port_nets.png
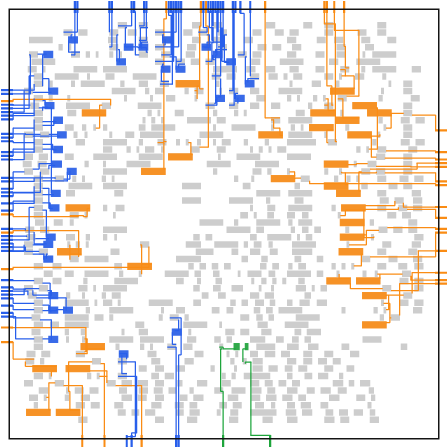
final_placement.png
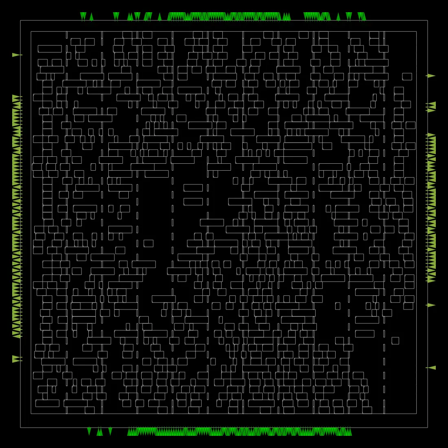
clock_map.png
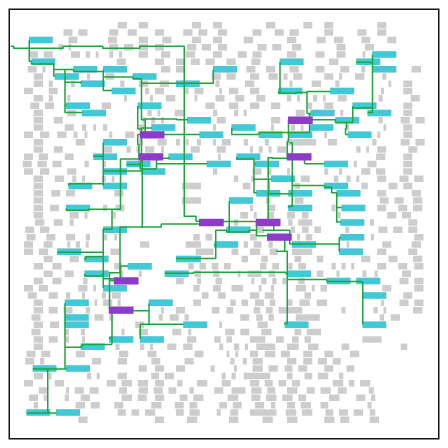
metal_stack.png
Bar = 50 um.
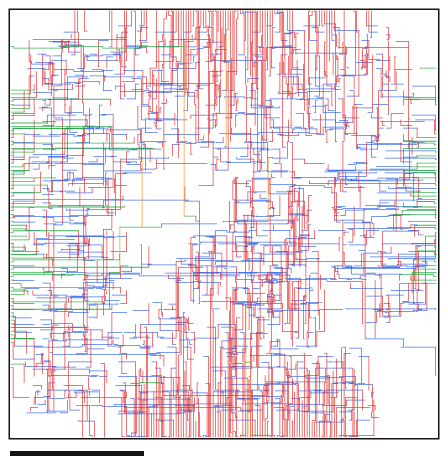
pins.png
Pins as bars across the die edge, other pins in grey.
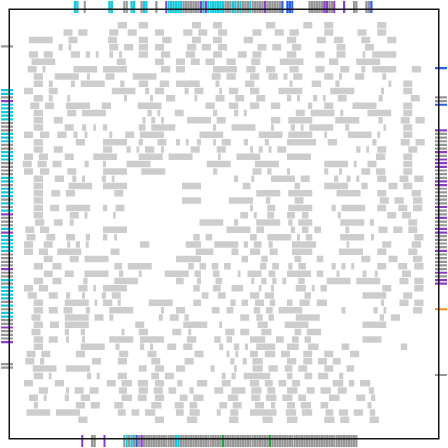
--- config.mk ---
export PLATFORM = sky130hd
export DESIGN_NAME = cpuif_arbiter
export DESIGN_NICKNAME = d
export VERILOG_FILES = /design/src/rtl/cpuif_arbiter.sv
export SDC_FILE = /design/constraint.sdc
export NUM_CORES = 1
export LEC_CHECK = 0
export CAP_MARGIN = 40
export CELL_PAD_IN_SITES_DETAIL_PLACEMENT = 2
export CELL_PAD_IN_SITES_GLOBAL_PLACEMENT = 2
export CORE_MARGIN = 4
export CORE_UTILIZATION = 19
export CTS_CLUSTER_SIZE = 16
export DETAILED_ROUTE_END_ITERATION = 7
export GPL_ROUTABILITY_DRIVEN = 1
export PLACE_DENSITY_LB_ADDON = 0.1
export SETUP_SLACK_MARGIN = 0.05
export SYNTH_ARGS = -nofsm -noshare
export SYNTH_HDL_FRONTEND = slang
export SYNTH_SLANG_ARGS = --single-unit
--- constraint.sdc ---
create_clock -name clk -period 2.6 [get_ports clk]
set_input_delay 0.78 -clock clk [delete_from_list [all_inputs] [get_ports clk]]
set_output_delay 0.78 -clock clk [all_outputs]
set_load 0.01 [all_outputs]
--- src/rtl/cpuif_arbiter.sv ---
// Two-requester round-robin arbiter in front of a single CPU-interface regblock port.
// One transaction in flight at a time. A WAIT-phase timeout returns an error response.
module cpuif_arbiter #(
  parameter int ADDR_WIDTH     = 8,
  parameter int DATA_WIDTH     = 32,
  parameter int TIMEOUT_CYCLES = 64
) (
  input  logic                    clk,
  input  logic                    arst_n,

  input  logic [1:0]              s_req,
  input  logic [1:0]              s_req_is_wr,
  input  logic [2*ADDR_WIDTH-1:0] s_addr,
  input  logic [2*DATA_WIDTH-1:0] s_wr_data,
  input  logic [2*DATA_WIDTH-1:0] s_wr_biten,
  output logic [1:0]              s_req_stall,
  output logic [1:0]              s_rd_ack,
  output logic [1:0]              s_wr_ack,
  output logic [1:0]              s_err,
  output logic [DATA_WIDTH-1:0]   s_rd_data,

  output logic                    m_req,
  output logic                    m_req_is_wr,
  output logic [ADDR_WIDTH-1:0]   m_addr,
  output logic [DATA_WIDTH-1:0]   m_wr_data,
  output logic [DATA_WIDTH-1:0]   m_wr_biten,
  input  logic                    m_req_stall_wr,
  input  logic                    m_req_stall_rd,
  input  logic                    m_rd_ack,
  input  logic                    m_wr_ack,
  input  logic                    m_rd_err,
  input  logic                    m_wr_err,
  input  logic [DATA_WIDTH-1:0]   m_rd_data
);

  localparam int NUM_REQ = 2;
  localparam bit TO_EN   = (TIMEOUT_CYCLES > 0);
  localparam int CNT_W   = TO_EN ? $clog2(TIMEOUT_CYCLES + 1) : 1;
  localparam logic [CNT_W-1:0] TO_LAST = CNT_W'(TO_EN ? TIMEOUT_CYCLES - 1 : 0);

  typedef enum logic [1:0] {IDLE, ISSUE, WAIT} state_t;

  state_t                state, state_nxt;
  logic                  last_grant, grant, cur_gnt;
  logic                  is_wr_q;
  logic [ADDR_WIDTH-1:0] addr_q;
  logic [DATA_WIDTH-1:0] wdata_q, biten_q;
  logic [CNT_W-1:0]      cnt_q;

  logic                  idle, busy, accept, stall_sel;
  logic                  ack_match, timeout, done, done_err;
  logic [NUM_REQ-1:0]    take_vec, own_vec;

  // Tie goes to whoever was not served last; a lone request always wins.
  always_comb begin
    grant = s_req[1];
    if (s_req == 2'b11) grant = ~last_grant;
  end

  assign idle      = (state == IDLE);
  assign busy      = (state == ISSUE) || (state == WAIT);
  assign accept    = idle && (|s_req);
  assign stall_sel = is_wr_q ? m_req_stall_wr : m_req_stall_rd;
  assign ack_match = busy && (is_wr_q ? m_wr_ack : m_rd_ack);
  assign timeout   = TO_EN && (state == WAIT) && (cnt_q == TO_LAST);
  assign done      = ack_match || timeout;
  // A real ack outranks a simultaneous timeout.
  assign done_err  = ack_match ? (is_wr_q ? m_wr_err : m_rd_err) : 1'b1;

  assign take_vec = idle ? (grant ? 2'b10 : 2'b01) : 2'b00;
  assign own_vec  = cur_gnt ? 2'b10 : 2'b01;

  for (genvar i = 0; i < NUM_REQ; i++) begin : g_port
    assign s_req_stall[i] = s_req[i] & ~take_vec[i];
    assign s_rd_ack[i]    = own_vec[i] & done & ~is_wr_q;
    assign s_wr_ack[i]    = own_vec[i] & done &  is_wr_q;
    assign s_err[i]       = own_vec[i] & done &  done_err;
  end

  assign s_rd_data = (ack_match && !is_wr_q) ? m_rd_data : '0;

  always_comb begin
    state_nxt = state;
    case (state)
      IDLE:    if (|s_req) state_nxt = ISSUE;
      ISSUE: begin
        if (ack_match)       state_nxt = IDLE;
        else if (!stall_sel) state_nxt = WAIT;
      end
      WAIT:    if (done) state_nxt = IDLE;
      default: state_nxt = IDLE;
    endcase
  end

  always_ff @(posedge clk or negedge arst_n) begin
    if (!arst_n) begin
      state      <= IDLE;
      last_grant <= 1'b1;
      cur_gnt    <= 1'b0;
      is_wr_q    <= 1'b0;
      addr_q     <= '0;
      wdata_q    <= '0;
      biten_q    <= '0;
      cnt_q      <= '0;
    end else begin
      state <= state_nxt;
      if (accept) begin
        last_grant <= grant;
        cur_gnt    <= grant;
        is_wr_q    <= s_req_is_wr[grant];
        addr_q     <= grant ? s_addr[ADDR_WIDTH +: ADDR_WIDTH]     : s_addr[0 +: ADDR_WIDTH];
        wdata_q    <= grant ? s_wr_data[DATA_WIDTH +: DATA_WIDTH]  : s_wr_data[0 +: DATA_WIDTH];
        biten_q    <= grant ? s_wr_biten[DATA_WIDTH +: DATA_WIDTH] : s_wr_biten[0 +: DATA_WIDTH];
      end
      if (state == ISSUE && state_nxt == WAIT) cnt_q <= '0;
      else if (state == WAIT)                  cnt_q <= cnt_q + 1'b1;
    end
  end

  assign m_req       = (state == ISSUE);
  assign m_req_is_wr = is_wr_q;
  assign m_addr      = addr_q;
  assign m_wr_data   = wdata_q;
  assign m_wr_biten  = biten_q;

endmodule

==> Changelog: implementation <==
### Implementation results

* Layout clock buffers at 10
* Fin. Hold Viols at 0
* XORs/XNORs by Area at 0.0101
* Power Density at about 990 mW/mm^2
* Max-area cell share at 0.477
* Worst vdd ir at 0.320 mV
* Max incr delay on CP at 0.39 ns
* Worst path slowest cell: dfrtp_1
* Net Sw Frac at 0.372
* Achievable Freq at 372 MHz
* First-pass GRT wire length at just under 30000 um
* Number of non-clock buffers at 342
* Crit-path cells: buf_6 -> buf_6 -> inv_4 -> ha_4 -> nand2_4 -> nor2_4 -> buf_6 -> buf_16 -> and2_4 -> buf_6
* Synthesized area per cell at 10.1 um^2
* Clock network fraction of total power at 0.160
* Most numerous logic cells after layout: clkdlybuf4s50_1, dfrtp_1, nand2_1
* Critical path launch point type: flip-flop
* CP Data Arrival Time at 1.91 ns
* Highest metal used: met4
* Pre-placement core utilization at 0.193
* Hold slack at 0.255 ns
* Unrepaired setup endpoints after global routing: true
* MUX share of area at 0.176
* Synth Area in Adders at 0.0144
* Leading cell kind: buffers
* Post-synth top area cell: dfrtp_1
* Wire length on met3 at 1310 um
* Final worst path period need at 2.69 ns
* Endpoints failing setup at 23
* Clock root cell: clkbuf_16
* Sequential cells at 84
* Crit path to: s_rd_data[24]
* Setup TNS at -1.72 ns
* Chip Area, Yosys at 0.00435 mm^2
* Reg area at 0.00210 mm^2
* ANT cells at 0
* Max-capacitance violation count at 0
* CP delay by family, top: buffers and inverters
* CP Buf/Inv Count at 6
* DRC viols at 0
* Synth Cell Area at 0.00435 mm^2
* WP depth at 10
* Final slew viol count at 0
* Placed cells at between 1000 and 1500
* Crit path top cell by count: buf_6
* Setup WS post-layout at -0.0866 ns
* Clock slew at reported path FFs at 0.07 ns
* Worst r2r src: state[1]
* Worst-margin pin slew at slightly below 0.7 ns
* Tot Pwr at 8.25 mW
* Met3 Use GR at 0.0513
* Most numerous cell in the Yosys netlist: dfrtp_1
* Comb pwr at 4.65 mW
* Slew headroom at 0.549
* CP Launch Point: state[1]
* Mean number of vias per cell at 4.22
* Basic Gates by Area at 0.138
* GR Util All Layers at 0.145
* Worst Skew at around 0.014 ns
* Util after Layout at 0.370
* Post-DP HPWL at ~15000 um
* Clk. pwr at 1.32 mW
* Non-clock inverter count at 6
* ClkCell Share at 0.0357
* Met2 wire length at 9970 um
* Rows at 55
* Cell Area, Placed at 0.00778 mm^2
* Vias at 4405
* Failing checks: setup timing
* Number of enable flip-flop cells at 0
* HP Class: in -> async
* Largest net degree at the start of global routing at 59
* AO/OA Area Share at 0.130
* Element type at the critical path end: output pin
* H-tree depth at 3
* Metal-1 WL at 7020 um
* Latency at later pin at 0.34 ns
* Register share after synthesis at 0.483
* Status: finished with violations
* Clock buffer count from CTS at 9
* Congestion Overflow GR at 0
* Post-route clock period utilization at 1.03
* TAP cells at 285
About port_nets.png:
orange -> m_wr_biten  # bits 32, direction output, end cells 32, buffers 32, wire 1420 um
green -> s_err  # bits 2, direction output, end cells 2, buffers 2, wire 84.6 um
blue -> s_wr_data  # bits 64, direction input, end cells 32, buffers 64, wire 1520 um
Port Buffers: 301
IO Pins: 302

About final_placement.png:
core area: 0.0226 mm^2
Seq/total area: 0.252

About clock_map.png:
cyan -> flip-flops  # count 84
purple -> cells driving clock nets  # count 9
green -> clock wires  # length 1380 um
routed clock nets = 10

About metal_stack.png:
blue -> met1  # wire length 7020 um
red -> met2  # wire length 9970 um
green -> met3  # wire length 1310 um
orange -> met4  # wire length 263 um

About pins.png:
cyan -> s_wr_data  # pins 64, direction input, edge 34 left, 26 top, 4 bottom
orange -> m_req  # pins 1, direction output, edge right
green -> s_err  # pins 2, direction output, edge bottom
purple -> m_wr_biten  # pins 32, direction output, edge 15 right, 8 top, 6 left, 3 bottom
blue -> m_addr  # pins 8, direction output, edge 5 top, 2 right, 1 bottom
all pins by edge = 99 bottom, 81 top, 73 left, 49 right
Die X: 159 um
Die Y-Extent: 159 um

Power and IR drop assume default switching activity.
